===== src/rtl/tick_gen_pkg.sv =====
// +-----------------------------------------------------------------------+
// | tick_gen_pkg: shared state encoding, limits and helpers for tick_gen   |
// | Rev 1.0                                                               |
// +-----------------------------------------------------------------------+
`default_nettype none

package tick_gen_pkg;

  typedef logic [1:0] state_t;

  localparam state_t IDLE = 2'd0;
  localparam state_t RUN  = 2'd1;
  localparam state_t DONE = 2'd2;

  localparam int MAX_CH = 16;

  function automatic int sel_w(input int n);
    return (n > 1) ? $clog2(n) : 1;
  endfunction

endpackage

`default_nettype wire


===== src/rtl/tick_gen_ch.sv =====
// +-----------------------------------------------------------------------+
// | tick_gen_ch: one tick channel (counter, shadow/active period, FSM)     |
// | Option macro: TICK_GEN_REG_OUT_EN registers tick/busy/done. Rev 1.0    |
// +-----------------------------------------------------------------------+
`default_nettype none

module tick_gen_ch
  import tick_gen_pkg::*;
#(
  parameter int               CNT_W      = 26,
  parameter logic [CNT_W-1:0] DEF_PERIOD = '0
) (
  input  logic             clk,
  input  logic             rstn,
  input  logic             en,
  input  logic             oneshot,
  input  logic             sync_clr,
  input  logic             wr,
  input  logic [CNT_W-1:0] wdata,
  output logic             tick,
  output logic             busy,
  output logic             done
);

  state_t           state;
  logic [CNT_W-1:0] cnt;
  logic [CNT_W-1:0] period_sh;
  logic [CNT_W-1:0] period_act;
  logic [CNT_W-1:0] sh_next;
  logic             term;
  logic             load_act;
  logic             tick_c;
  logic             busy_c;
  logic             done_c;

  assign term     = (state == RUN) && (cnt == period_act);
  // A write landing on the wrap edge must win over the stale shadow value.
  assign sh_next  = wr ? wdata : period_sh;
  assign load_act = (wr && (state != RUN)) || (en && (sync_clr || term));

  always_ff @(posedge clk or negedge rstn) begin
    if (!rstn) begin
      state      <= IDLE;
      cnt        <= '0;
      period_sh  <= DEF_PERIOD;
      period_act <= DEF_PERIOD;
    end else begin
      if (wr)       period_sh  <= wdata;
      if (load_act) period_act <= sh_next;

      if (!en) begin
        state <= IDLE;
        cnt   <= '0;
      end else if (sync_clr) begin
        cnt <= '0;
      end else begin
        case (state)
          IDLE: begin
            state <= RUN;
            cnt   <= '0;
          end
          RUN: begin
            if (term) begin
              cnt   <= '0;
              state <= oneshot ? DONE : RUN;
            end else begin
              cnt <= cnt + CNT_W'(1);
            end
          end
          DONE:    state <= DONE;
          default: state <= IDLE;
        endcase
      end
    end
  end

  assign tick_c = term && !sync_clr;
  assign busy_c = (state == RUN);
  assign done_c = (state == DONE);

`ifdef TICK_GEN_REG_OUT_EN
  always_ff @(posedge clk or negedge rstn) begin
    if (!rstn) begin
      tick <= 1'b0;
      busy <= 1'b0;
      done <= 1'b0;
    end else begin
      tick <= tick_c;
      busy <= busy_c;
      done <= done_c;
    end
  end
`else
  assign tick = tick_c;
  assign busy = busy_c;
  assign done = done_c;
`endif

endmodule

`default_nettype wire


===== src/rtl/tick_gen_multi.sv =====
// +-----------------------------------------------------------------------+
// | tick_gen_multi: NUM_CH programmable periodic/one-shot tick generator   |
// | Option macro: TICK_GEN_REG_OUT_EN registers tick/busy/done. Rev 1.0    |
// +-----------------------------------------------------------------------+
`default_nettype none

module tick_gen_multi
  import tick_gen_pkg::*;
#(
  parameter int                      NUM_CH      = 2,
  parameter int                      CNT_W       = 26,
  parameter logic [NUM_CH*CNT_W-1:0] DEF_PERIODS = {26'd999, 26'd49_999_999}
) (
  input  logic                      clk,
  input  logic                      rstn,
  input  logic [NUM_CH-1:0]         ch_en,
  input  logic [NUM_CH-1:0]         ch_oneshot,
  input  logic                      sync_clr,
  input  logic                      period_wr,
  input  logic [sel_w(NUM_CH)-1:0]  period_sel,
  input  logic [CNT_W-1:0]          period_data,
  output logic [NUM_CH-1:0]         tick,
  output logic [NUM_CH-1:0]         busy,
  output logic [NUM_CH-1:0]         done
);

  localparam int SEL_W = sel_w(NUM_CH);

  // Out-of-range selects simply match no channel.
  for (genvar i = 0; i < NUM_CH; i++) begin : g_ch
    logic wr_ch;
    assign wr_ch = period_wr && (period_sel == SEL_W'(i));

    tick_gen_ch #(
      .CNT_W      (CNT_W),
      .DEF_PERIOD (DEF_PERIODS[i*CNT_W +: CNT_W])
    ) u_ch (
      .clk      (clk),
      .rstn     (rstn),
      .en       (ch_en[i]),
      .oneshot  (ch_oneshot[i]),
      .sync_clr (sync_clr),
      .wr       (wr_ch),
      .wdata    (period_data),
      .tick     (tick[i]),
      .busy     (busy[i]),
      .done     (done[i])
    );
  end

endmodule

`default_nettype wire


===== config.mk =====
export PLATFORM = sky130hd
export DESIGN_NAME = tick_gen_multi
export DESIGN_NICKNAME = d
export VERILOG_FILES = /design/src/rtl/tick_gen_pkg.sv /design/src/rtl/tick_gen_ch.sv /design/src/rtl/tick_gen_multi.sv
export SDC_FILE = /design/constraint.sdc
export NUM_CORES = 1
export LEC_CHECK = 0
export ABC_AREA = 1
export CAP_MARGIN = 10
export CORE_MARGIN = 1.5
export CORE_UTILIZATION = 63
export CTS_BUF_LIST = sky130_fd_sc_hd__clkbuf_2
export DETAILED_ROUTE_END_ITERATION = 8
export PLACE_DENSITY_LB_ADDON = 0.25
export SYNTH_ARGS = -nofsm -noshare
export SYNTH_HDL_FRONTEND = slang
export SYNTH_SLANG_ARGS = --single-unit

===== constraint.sdc =====
create_clock -name clk -period 2.4 [get_ports clk]
set_input_delay 0.48 -clock clk [delete_from_list [all_inputs] [get_ports clk]]
set_output_delay 0.48 -clock clk [all_outputs]
set_load 0.02 [all_outputs]

==> run notes, run 1 <==
Physical implementation status

The run finished, with violations left. The checks that failed: negative setup slack. After layout, the worst setup slack is -0.3772 ns. In the final layout, the fill cell count is 996. In the Yosys stats the netlist draws on 35 distinct library cells.

In this run the cell area measured after placement is 9236 µm². The maximum clock path buffer count stands at 2. Summing the sequential cell areas from Yosys gives 48.79% of the chip area. The run reported a max-capacitance violation count of 0. After synthesis, the design contains 1096 cells according to Yosys. The cts-stage hold buffer count stands at 1. The share of the core area taken by cells at floorplan is 65.29%.

Logic depth along the worst register-to-register path is recorded as 12. The post-synthesis cell count stands at 1096. The total of buffers placed on input and output ports stands at 40. The fraction of layout instances using a drive strength above 1 stands at 16.81%. The routability-driven placement congestion ratio stands at 0.8654. The end-of-flow timing check tallies setup violations at 2. In the final routed layout, each cell accounts on average for 13.90 µm. Total power normalized to cell area comes to 607.2 nW/µm². The fmax stands at 0.3601 GHz. TritonRoute reported its final design rule violation total as 0.

The summed instance area of the synthesized netlist stands at 8339 µm². The highest net fanout along the worst path stands at 3. The number of global-route vias before repair came to 6895. The wire length of the first global-routing pass stands at 32470 µm. The leakage power figure stands at 4.614 nW. The relative slew slack stands at 66.09%. The area enclosed by the die boundary stands at 13940 µm². The worst setup path is launched from a register. The layout net count stands at 1214. The post-place setup slack stands at -0.04088 ns. OpenROAD emitted warnings numbering 28. The number of vias after detailed routing stands at 7248. Per the STA report, the cell with the highest stage delay on the worst path is sky130_fd_sc_hd__dfstp_2.

The worst path uses 115.7% of the clock period. The signal on the critical path passes through inv_1, nand2_1, nand2_1, nor2_1, nand2_1, nor2_4, nand4_1, nor2_1, buf_4. Recorded from the global router log, the overflow total was 0. The initial antenna violation count stands at 1. The area used by sequential logic in the layout stands at 4073 µm².

The path class of the tightest hold or removal check is in2async. The global-route usage over all layers stands at 28.95%. Among logic cells in the layout, the one with the most instances is sky130_fd_sc_hd__nand2_1.

The critical path in this run is classified as reg2out. The final hold violation count recorded for this run is 0. Using the TritonRoute via totals, the vias-per-cell ratio works out to 5.318. The required time of the critical path stands at 1.92 ns. In this run, synthesis inferred 0 flip-flops with an integrated enable. The half-perimeter wire length after placement stands at 13700 µm. TritonCTS built the clock tree. The final power report lists total power as 5.786 mW.

The worst register-to-register path ends at g_ch[0].u_ch.period_act[25]. The synthesis report gives the async set-or-reset register share as 100.0%. The number of nets at floorplan stands at 1133.

The clock-pin slew reported for the worst setup and hold paths after clock tree synthesis stands at 0.24 ns. The flop-to-flop setup slack stands at 0.33 ns. The Yosys step of the flow raised 0 warnings. The buffer count from post-CTS setup fixing stands at 1.

STA classifies the critical path endpoint as a primary output. The total area of multi-input combinational cells stands at 3553 µm². The report lists the number of standard-cell rows as 41. On the worst path, the slowest cell contributes a delay of 0.60 ns. The post-synthesis sequential element count stands at 160.

The data arrival time of the critical path stands at 2.30 ns. From synthesis to final layout, the design area changed by 14.27%. According to the I/O placement log, the pin count is 41.
## run 1: sequential cells by signal (all words and copies together), names as in the netlist
register and flops:
g_ch.u_ch.cnt 52, g_ch.u_ch.period_act 52, g_ch.u_ch.period_sh 52, g_ch.u_ch.state 4
## run 1: power by group
part	internal (mW)	switching, mW
combinational	0.412	0.628
sequential	3.08	0.174
clock	0.487	0.999
total	3.98	1.80
## run 1: cell type report
cell class                 instances  area share (%)
inverter                         139           5.475
antenna                            1         0.02626
timing repair buffer             104           9.756
clock inverter                    13           1.457
clock buffer                      19          0.9979
sequential                       160           42.74
tap                              172           2.258
multi-input combinational        755           37.29
## run 1: worst min-delay path by stage
stage               from                    end  slack (ns)  cells past startpoint
floorplan           rstn    g_ch[0].u_ch.cnt[0]        0.18                      0
global placement    rstn  g_ch[1].u_ch.state[1]        0.43                      1
detailed placement  rstn   g_ch[1].u_ch.cnt[24]        0.43                      1
CTS                 rstn   g_ch[1].u_ch.cnt[11]        0.15                      2
global route        rstn   g_ch[1].u_ch.cnt[14]        0.17                      2
finish              rstn  g_ch[1].u_ch.state[0]        0.16                      2
## run 1: metal layers
metal / track usage [%] / share of wire [%] / routed length (µm) / vias to the layer above
li1: - / - / - / 3605
met1: 40.89 / 46 / 8720 / 3408
met2: 45.76 / 47 / 8891 / 205
met3: 5.669 / 5.7 / 1078 / 30
met4: 8.384 / 1.4 / 260 / 0
met5: 0 / 0 / 0 / -
## run 1: cells by family (layout without fill, tap and decap cells)
kind of cell,after synthesis,in the layout,synth area share [%]
AND/OR/NAND/NOR,596,596,30.25
AND-OR/OR-AND,119,119,7.442
adder cells (fa/ha/maj),2,2,0.3000
other,0,1,0
flip-flops,160,160,48.79
buffers and inverters,181,275,9.227
XOR/XNOR,38,38,3.991
## run 1: synthesized netlist by cell type, types with 8 or more instances
library cell / count / area, µm²
sky130_fd_sc_hd__buf_2: 10 / 50.05
sky130_fd_sc_hd__clkbuf_1: 15 / 56.30
sky130_fd_sc_hd__dfrtp_1: 108 / 2703
sky130_fd_sc_hd__dfstp_2: 52 / 1366
sky130_fd_sc_hd__inv_1: 133 / 499.2
sky130_fd_sc_hd__nand2_1: 386 / 1449
sky130_fd_sc_hd__nand3_1: 95 / 475.5
sky130_fd_sc_hd__nand4_1: 15 / 93.84
sky130_fd_sc_hd__nor2_1: 60 / 225.2
sky130_fd_sc_hd__nor2_2: 8 / 50.05
sky130_fd_sc_hd__nor3_1: 13 / 65.06
sky130_fd_sc_hd__o21ai_0: 95 / 475.5
sky130_fd_sc_hd__o22ai_1: 8 / 50.05
sky130_fd_sc_hd__xnor2_1: 18 / 157.7
sky130_fd_sc_hd__xor2_1: 20 / 175.2
## run 1: through the flow
stage	hold slack, ns	utilization, %	setup TNS (ns)	instances
floorplan	0.1844	-	0	1096
global placement	0.4307	72.31	0	1328
detailed placement	0.4337	72.31	-0.04088	1328
CTS	0.1540	74.23	-0.7345	1362
global route	0.1710	74.60	-0.9858	1363
finish	0.1635	74.60	-0.6784	1363
## run 1: critical path: cells and delay by family, from the launching register on
kind / cells / cell delay, ns
buf+inv: 2 / 0.20
flops: 1 / 0.60
simple gates: 7 / 0.73
run_1/layers.png
Drawn at 3 px/µm.
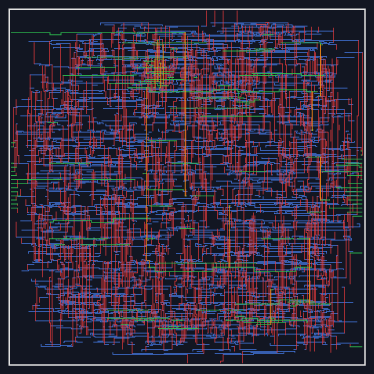
Blue stands for M1, wire length 8720 µm. Red stands for M2, wire length 8890 µm. Orange stands for M4, wire length 261 µm. Green stands for M3, wire length 1080 µm.

run_1/gates.png
Drawn at 3 px/µm.
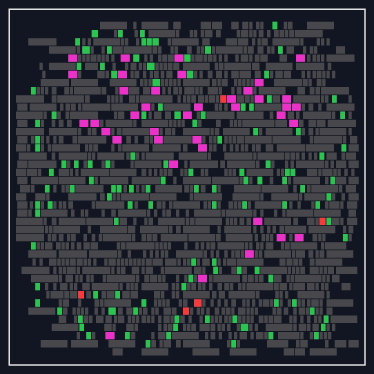
Magenta stands for xor and xnor cells, cells 38, most used xor2_1. Green stands for aoi and oai cells, cells 118, most used o21ai_0, where spread over the die. Red stands for and/or cells, cells 5, most used or2_2.

run_1/clock_nets.png
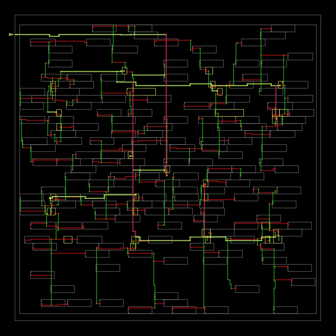
clock net sink count: 160
number of sequential cells in the layout: 160
Inserted Clock Buffers: 17
final clock skew: 0.03048 ns
total of clock buffers placed in the layout: 19

run_1/ff_map.png
Drawn at 2 px/µm.
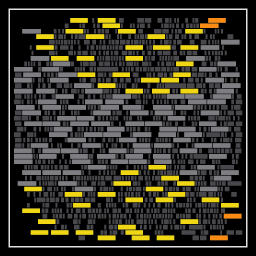
Orange stands for g_ch.u_ch.state, placed flops 4. Yellow stands for g_ch.u_ch.cnt, placed flops 52.
Another 104 sequential cells are not coloured.

run_1/port_trees.png
Drawn at 4 px/µm.
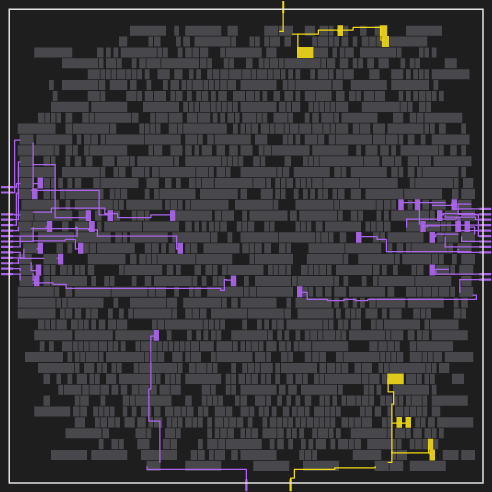

==> inputs of run 2 (changes only) <==
--- a/config.mk
+++ b/config.mk
@@ -11,7 +11,7 @@
 export CORE_UTILIZATION = 63
 export CTS_BUF_LIST = sky130_fd_sc_hd__clkbuf_2
 export DETAILED_ROUTE_END_ITERATION = 8
-export PLACE_DENSITY_LB_ADDON = 0.25
+export PLACE_DENSITY = 0.83
 export SYNTH_ARGS = -nofsm -noshare
 export SYNTH_HDL_FRONTEND = slang
 export SYNTH_SLANG_ARGS = --single-unit
run_2/port_trees.png
Drawn at 4 px/µm.
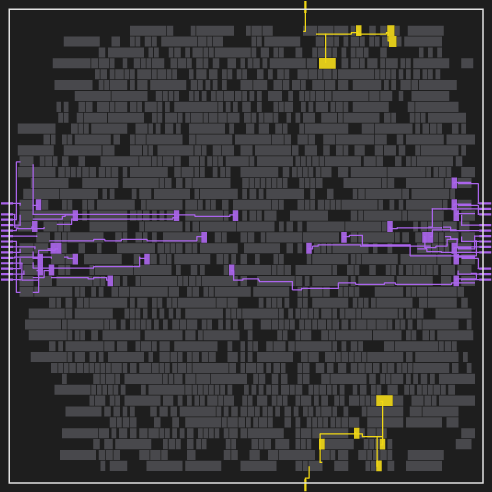
Purple stands for period_data, bits 26, direction input, end cells 26, wire 651 µm. Yellow stands for ch_en, bits 2, direction input, end cells 9, wire 82.7 µm.

==> run 2 against run 1 <==
Effect of this change: the run still ends with negative setup slack left; sequential share of layout area is 0.56 points lower; register-to-register slack worse by 0.15 ns; core utilization is 0.99 points higher; global-route usage is 0.50 points lower; worst setup slack hardly changed; worst hold slack better by 0.065 ns; critical path type unchanged.
==> run notes, run 2 <==
Physical implementation status

Result of the run: finished with violations (unchanged). Violations in the final reports: negative setup slack (unchanged). The wire length of the first global-routing pass is 31890 µm (was 32470 µm).

The summed instance area of the synthesized netlist was 8339 µm² (unchanged). The worst setup path category was reg2out (unchanged). The share of synthesized cell area in and, or, nand and nor gates is 30.25% (unchanged). The cell count in the Yosys report stands at 1096 (unchanged). The least setup slack across all paths after layout stands at -0.3773 ns (was -0.3772 ns).

The clock-pin slew reported for the worst setup and hold paths after clock tree synthesis is 0.22 ns (was 0.24 ns). The post-synth tally of flip-flops with integrated enable stands at 0 (unchanged). The final setup TNS is -0.6937 ns (was -0.6784 ns).

The fraction of synthesized cell area in xor and xnor cells was 3.991% (unchanged). The count of final setup violators stands at 2 (unchanged). The combinational share of power was 16.9% (was 18.0%). The post-synthesis share of cell area spent on and-or and or-and gates came to 7.442% (unchanged). List of most frequent post-synthesis cells: sky130_fd_sc_hd__nand2_1, sky130_fd_sc_hd__inv_1, sky130_fd_sc_hd__dfrtp_1 (unchanged). The maximum clock path buffer count is 2 (unchanged). The fmax stands at 0.3601 GHz (about the same). The number of global-route vias before repair is 6745 (was 6895). The leading cell type by number of instances after synthesis is sky130_fd_sc_hd__nand2_1 (unchanged).

The sequential-to-total area share from yosys stat stands at 48.79% (unchanged). The required time of the critical path is 1.92 ns (about the same). The average size of a mapped cell stands at 7.609 µm² (unchanged). The number of placed instances with taps included came to 1330 (was 1328).

The routed length per placed instance came to 13.79 µm (was 13.90 µm). The top-level port count was 41 (unchanged). Top Registers: g_ch.u_ch.cnt x52, g_ch.u_ch.period_act x52, g_ch.u_ch.period_sh x52 (unchanged). The TritonCTS sink count came to 160 (unchanged).

The fraction of power consumed by sequential logic stands at 53.4% (was 56.3%). The initial antenna violation count stands at 1 (unchanged). The cell type with the largest total area after synthesis is sky130_fd_sc_hd__dfrtp_1 (unchanged). The leakage power figure was 4.695 nW (was 4.614 nW). The layout net count was 1220 (was 1214). The area enclosed by the die boundary came to 13940 µm² (unchanged). The endpoint of the lowest-slack register-to-register path is g_ch[1].u_ch.cnt[22] (was g_ch[0].u_ch.period_act[25]). The total of buffers placed on input and output ports came to 40 (unchanged). The fraction of layout instances using a drive strength above 1 stands at 16.64% (was 16.81%).

The fraction of the mapped netlist area in adder cells stands at 0.3001% (unchanged). The number of vias after detailed routing stands at 7239 (was 7248). The routability-driven placement congestion ratio stands at 0.9136 (was 0.8654). The clock tree from TritonCTS was yes (unchanged). The post-synthesis cell count was 1096 (unchanged). The length in cells of the worst reg-to-reg path stands at 13 (was 12). The total count of max-transition violations in the final report was 0 (unchanged). The residual DRC count stands at 0 (unchanged).

The starting density of the core was 65.29% (unchanged). The final count of hold timing violations stands at 0 (unchanged). The part of the power in the clock network stands at 29.7% (was 25.7%). Cell area leaders: sky130_fd_sc_hd__dfrtp_1, sky130_fd_sc_hd__nand2_1, sky130_fd_sc_hd__dfstp_2, sky130_fd_sc_hd__inv_1, sky130_fd_sc_hd__nand3_1 (unchanged). The most common library cell in the layout ignoring fill and taps is sky130_fd_sc_hd__nand2_1 (unchanged).

The half-perimeter wire length after placement was 13730 µm (was 13700 µm). The number of different library cells in the post-synthesis netlist came to 35 (unchanged). The OpenROAD warning count was 28 (unchanged).

The net switching power came to 1.711 mW (was 1.801 mW). The kind of launch point of the worst setup path is a register (unchanged). The post-synthesis sequential element count is 160 (unchanged).

The number of standard cells in the final layout excluding fillers stands at 1369 (was 1363). The total global routing overflow is 0 (unchanged). The highest net fanout along the worst path is 2 (was 3). The total of max-cap violations stands at 0 (unchanged). The post-detailed-route via-to-cell ratio came to 5.288 (was 5.318). The area used by sequential logic in the layout is 4073 µm² (unchanged). The total area of multi-input combinational cells was 3541 µm² (was 3553 µm²). The power per unit of standard cell area came to 631.9 nW/µm² (was 607.2 nW/µm²). The total CTS buffers was 17 (unchanged). The relative slew slack stands at 58.08% (was 66.09%). The fill cell instance count of the final layout is 941 (was 996).

The internal power summed over all cells came to 4.391 mW (was 3.985 mW). The worst hold path class is in2async (unchanged). The dominant non-sequential cell family after synthesis is simple AND/OR/NAND/NOR gates (unchanged).

The flop-to-flop setup slack was 0.18 ns (was 0.33 ns). The mux share of post-synthesis cell area stands at 0% (unchanged). The global-route usage over all layers stands at 28.45% (was 28.95%).
run_2/clock_nets.png
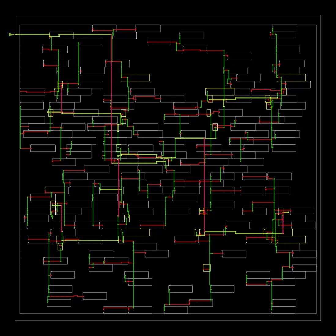
worst skew pair latency: 0.73 ns
power dissipated in the clock network: 1.81 mW
final clock skew: 0.02375 ns

-- run 2: cell count changes in the layout (fill, tap and decap cells not counted), moves of 3 or more --
cell / change
sky130_fd_sc_hd__nor2_1: +4
sky130_fd_sc_hd__clkinv_4: -3
sky130_fd_sc_hd__buf_4: +4
sky130_fd_sc_hd__bufinv_16: +4
-- run 2: worst min-delay path by stage --
| stage | startpoint | end | slack (ns) | depth (start not counted) |
|---|---|---|---|---|
| after floorplan | rstn | g_ch[0].u_ch.cnt[0] | 0.18 | 0 |
| after global placement | rstn | g_ch[1].u_ch.period_act[20] | 0.46 | 1 |
| after detailed placement | rstn | g_ch[1].u_ch.period_act[20] | 0.46 | 1 |
| after CTS | rstn | g_ch[1].u_ch.cnt[17] | 0.21 | 2 |
| after global routing | rstn | g_ch[1].u_ch.period_sh[23] | 0.19 | 2 |
| final | rstn | g_ch[1].u_ch.cnt[17] | 0.23 | 2 |
-- run 2: layer usage --
layer	share of wire, %	GRT usage [%]	wire length (µm)	vias to the layer above
li1	-	-	-	3608
met1	46	39.84	8736	3405
met2	48	45.65	9101	207
met3	4.5	5.184	859	19
met4	0.98	8.308	186	0
met5	0	0	0	-
-- run 2: cell type report --
type / count / area share [%]
Inverter: 139 / 5.404
Sequential cell: 160 / 42.18
Clock buffer: 19 / 0.9848
Timing Repair Buffer: 110 / 10.26
Clock inverter: 13 / 2.242
Antenna cell: 1 / 0.02592
Tap cell: 172 / 2.229
Multi-Input combinational cell: 755 / 36.67
-- run 2: what timing repair did --
action,4_1_cts,5_1_grt
gates resized,21,11
setup buffers,1,4
pin swaps,6,8
endpoints found under the hold margin,46,0
setup endpoints to repair,6,4
hold buffers,1,0
-- run 2: kinds of logic (layout without fill, tap and decap cells) --
family,Yosys count,in the layout
buffers and inverters,181,281
AND-OR/OR-AND,119,119
adder cells (fa/ha/maj),2,2
AND/OR/NAND/NOR,596,596
other,0,1
flip-flops,160,160
XOR/XNOR,38,38
-- run 2: stage by stage --
step	power [mW]	setup WS [ns]	instance area (µm²)	utilization, %	hold slack, ns
final	6.102	-0.3773	9656	75.59	0.2285
after CTS	6.109	-0.4310	9610	75.24	0.2144
after floorplan	3.934	0.6616	8339	-	0.1844
after global placement	4.255	-0.05074	9264	72.52	0.4567
after detailed placement	4.299	-0.08341	9264	72.52	0.4586
after global routing	6.418	-0.5368	9656	75.59	0.1930
-- run 2: critical path: cells and delay by family, from the launching register on --
family,cells,cell delay (ns)
buffers and inverters,2,0.20
DFF,1,0.57
and+or+nand+nor,7,0.82
-- run 2: power by group through the flow --
stage	Clock [mW]	Sequential, mW	Combinational [mW]
floorplan	0	3.26	0.678
global placement	0	3.29	0.967
detailed placement	0	3.30	1.00
CTS	1.83	3.26	1.02
global route	1.95	3.29	1.18
finish	1.81	3.26	1.03
run_2/gates.png
Drawn at 3 px/µm.
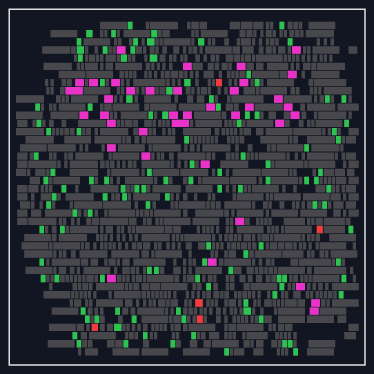

==> inputs of run 3 (changes only) <==
--- a/config.mk
+++ b/config.mk
@@ -6,8 +6,7 @@
 export NUM_CORES = 1
 export LEC_CHECK = 0
 export ABC_AREA = 1
-export CAP_MARGIN = 10
-export CORE_MARGIN = 1.5
+export CORE_MARGIN = 8
 export CORE_UTILIZATION = 63
 export CTS_BUF_LIST = sky130_fd_sc_hd__clkbuf_2
 export DETAILED_ROUTE_END_ITERATION = 8
run_3/gates.png
Drawn at 3 px/µm.
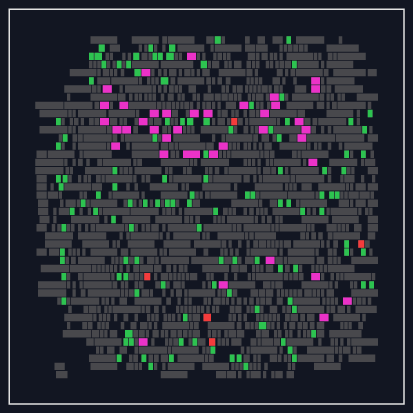
Green stands for aoi and oai cells, cells 118, most used o21ai_0, where spread over the die. Magenta stands for xor and xnor cells, cells 38, most used xor2_1. Red stands for and/or cells, cells 5, most used or2_2.

run_3/port_trees.png
Drawn at 4 px/µm.
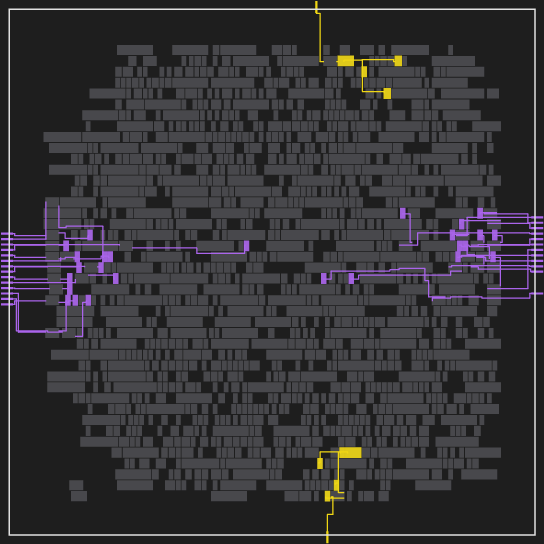
Purple stands for period_data, bits 26, direction input, end cells 26, wire 698 µm. Yellow stands for ch_en, bits 2, direction input, end cells 9, wire 82.4 µm.

==> run 3 against run 2 <==
Effect of this change: the flow still finishes with violations (negative setup slack); via count rose by 0.33%; global-route usage fell by 4.2 points; clock power shrank 4%; clock-buffer cell count is 2 higher; cell count grew 0.73%; highest routed layer unchanged; combinational power about the same; worst setup slack lost 0.048 ns; critical path depth unchanged.
==> run notes, run 3 <==
Physical implementation status

The portion of synthesized cell area occupied by the leading cell type stands at 32.41% (unchanged). Cell area leaders: sky130_fd_sc_hd__dfrtp_1, sky130_fd_sc_hd__nand2_1, sky130_fd_sc_hd__dfstp_2, sky130_fd_sc_hd__inv_1, sky130_fd_sc_hd__nand3_1 (unchanged). The average size of a mapped cell was 7.609 µm² (unchanged). The number of warning messages in the yosys log stands at 0 (unchanged). The area enclosed by the die boundary is 17170 µm² (was 13940 µm²). The post-synthesis sequential element count was 160 (unchanged).

The relative slew slack is 58.07% (was 58.08%). The required time of the critical path stands at 1.92 ns (about the same). The highest net fanout along the worst path stands at 2 (unchanged).

The worst hold path class is in2async (unchanged). The clock-pin slew reported for the worst setup and hold paths after clock tree synthesis stands at 0.22 ns (about the same). The worst setup path category was reg2out (unchanged).

The clock network latency to the later pin of the worst-skew pair was 0.75 ns (was 0.73 ns). The post-synthesis cell count is 1096 (unchanged). The cell type with the largest total area after synthesis is sky130_fd_sc_hd__dfrtp_1 (unchanged). The least setup slack across all paths after layout was -0.4257 ns (was -0.3773 ns). The data arrival time of the critical path came to 2.35 ns (was 2.30 ns). List of most frequent post-synthesis cells: sky130_fd_sc_hd__nand2_1, sky130_fd_sc_hd__inv_1, sky130_fd_sc_hd__dfrtp_1 (unchanged). The clock tree from TritonCTS was yes (unchanged).

The length in cells of the worst reg-to-reg path stands at 14 (was 13). The number of nets at floorplan stands at 1133 (unchanged). The number of global-route vias before repair came to 7108 (was 6745). The cell area after placement stands at 9296 µm² (was 9264 µm²). The final instance area stands at 9630 µm² (was 9656 µm²). The starting density of the core was 63.73% (was 65.29%).

The fmax stands at 0.3539 GHz (was 0.3601 GHz). The fill cell instance count of the final layout stands at 995 (was 941). The area used by sequential logic in the layout is 4071 µm² (was 4073 µm²).

The leakage power figure was 4.711 nW (was 4.695 nW). The leading cell type by number of instances after synthesis was sky130_fd_sc_hd__nand2_1 (unchanged). The post-synth tally of flip-flops with integrated enable came to 0 (unchanged). The top-level port count stands at 41 (unchanged).

The total count of max-transition violations in the final report stands at 0 (unchanged). The post-route clock skew was 0.02935 ns (was 0.02375 ns). The fraction of registers with async set/reset was 100.0% (unchanged).

The routability-driven placement congestion ratio was 0.9303 (was 0.9136). Result of the run: finished with violations (unchanged). The routed length per placed instance was 14.02 µm (was 13.79 µm). The half-perimeter wire length after placement stands at 14260 µm (was 13730 µm). The maximum clock path buffer count stands at 2 (unchanged). Violations in the final reports: negative setup slack (unchanged). The category of the worst setup path capture point is a primary output (unchanged). The total of max-cap violations was 0 (unchanged). The total area of multi-input combinational cells stands at 3513 µm² (was 3541 µm²). The flop-to-flop setup slack was 0.10 ns (was 0.18 ns). The fraction of layout instances using a drive strength above 1 stands at 16.64% (about the same). The global-route usage over all layers stands at 24.27% (was 28.45%).

Top Registers: g_ch.u_ch.cnt x52, g_ch.u_ch.period_act x52, g_ch.u_ch.period_sh x52 (unchanged). The total design power stands at 6.023 mW (was 6.102 mW). The residual DRC count is 0 (unchanged).

The summed instance area of the synthesized netlist is 8339 µm² (unchanged). The TritonCTS sink count stands at 160 (unchanged). The number of different library cells in the post-synthesis netlist was 35 (unchanged). The layout net count came to 1226 (was 1220).

The total of buffers placed on input and output ports came to 40 (unchanged). The kind of launch point of the worst setup path was a register (unchanged). The standard-cell row count stands at 42 (was 41). The count of final setup violators stands at 2 (unchanged). The endpoint of the lowest-slack register-to-register path is g_ch[1].u_ch.period_act[11] (was g_ch[1].u_ch.cnt[22]).
[run 3: netlist changes by cell type in the layout (fill, tap and decap cells not counted), sizes merged]
cell and delta:
clkbuf +2, clkinv -1, buf +6, bufinv -1
[run 3: how the worst max path moves through the flow]
stage,startpoint,to,slack (ns),depth (start not counted)
after global placement,g_ch[1].u_ch.period_act[7],tick[1],-0.04,9
after detailed placement,g_ch[1].u_ch.period_act[7],tick[1],-0.07,9
after global routing,g_ch[1].u_ch.period_act[7],tick[1],-0.58,9
after CTS,g_ch[1].u_ch.period_act[7],tick[1],-0.42,9
after floorplan,g_ch[1].u_ch.period_act[0],tick[1],0.66,9
final,g_ch[1].u_ch.period_act[7],tick[1],-0.43,9
[run 3: through the flow]
stage / hold WS [ns] / utilization [%] / instances
after detailed placement: 0.4675 / 71.05 / 1341
after global placement: 0.4665 / 71.05 / 1341
after floorplan: 0.1844 / - / 1096
final: 0.2147 / 73.60 / 1379
after CTS: 0.1984 / 73.49 / 1377
after global routing: 0.2051 / 73.60 / 1379
[run 3: per-layer routing]
metal | share of wire, % | track usage (%) | routed length, µm
met5 | 0 | 0 | 0
met3 | 5.5 | 5.218 | 1069
met4 | 1.9 | 8.643 | 363
met2 | 48 | 39.20 | 9206
met1 | 45 | 31.70 | 8691
[run 3: critical path, cell delays in order (launching register included)]
cell	delay, ns
sky130_fd_sc_hd__dfstp_2	0.57
sky130_fd_sc_hd__inv_1	0.04
sky130_fd_sc_hd__nand2_1	0.04
sky130_fd_sc_hd__nand2_1	0.04
sky130_fd_sc_hd__nor2_1	0.13
sky130_fd_sc_hd__nand3_1	0.17
sky130_fd_sc_hd__nor2_2	0.15
sky130_fd_sc_hd__nand4_1	0.18
sky130_fd_sc_hd__nor2_1	0.13
sky130_fd_sc_hd__buf_4	0.15
[run 3: timing repair]
| item | in CTS | in global routing |
|---|---|---|
| pin swaps | 1 | 1 |
| endpoints found under the setup margin | 6 | 4 |
| hold endpoints to repair | 38 | 0 |
| hold buffers | 1 | 0 |
| setup buffers | 3 | 1 |
| gates resized | 16 | 7 |
[run 3: power breakdown]
group	switching [mW]	total [mW]	leakage, nW	internal, mW
Clock	0.939	1.74	0.174	0.802
Combinational	0.615	1.02	2.56	0.407
Sequential	0.177	3.26	1.97	3.08
[run 3: logic make-up after synthesis]
group	after synthesis	share of synthesized area, %
AND/OR/NAND/NOR	596	30.25
flip-flops	160	48.79
AND-OR/OR-AND	119	7.442
XOR/XNOR	38	3.991
buffers and inverters	181	9.227
adder cells (fa/ha/maj)	2	0.3000
[run 3: cell type report]
| cell class | instances | area share [%] |
|---|---|---|
| Antenna cell | 1 | 0.02598 |
| Clock buffer | 21 | 1.091 |
| Clock inverter | 11 | 1.962 |
| Inverter | 139 | 5.418 |
| Multi-Input combinational cell | 755 | 36.48 |
| Sequential cell | 160 | 42.28 |
| Tap cell | 176 | 2.287 |
| Timing Repair Buffer | 116 | 10.46 |
Power and IR drop assume default switching activity.
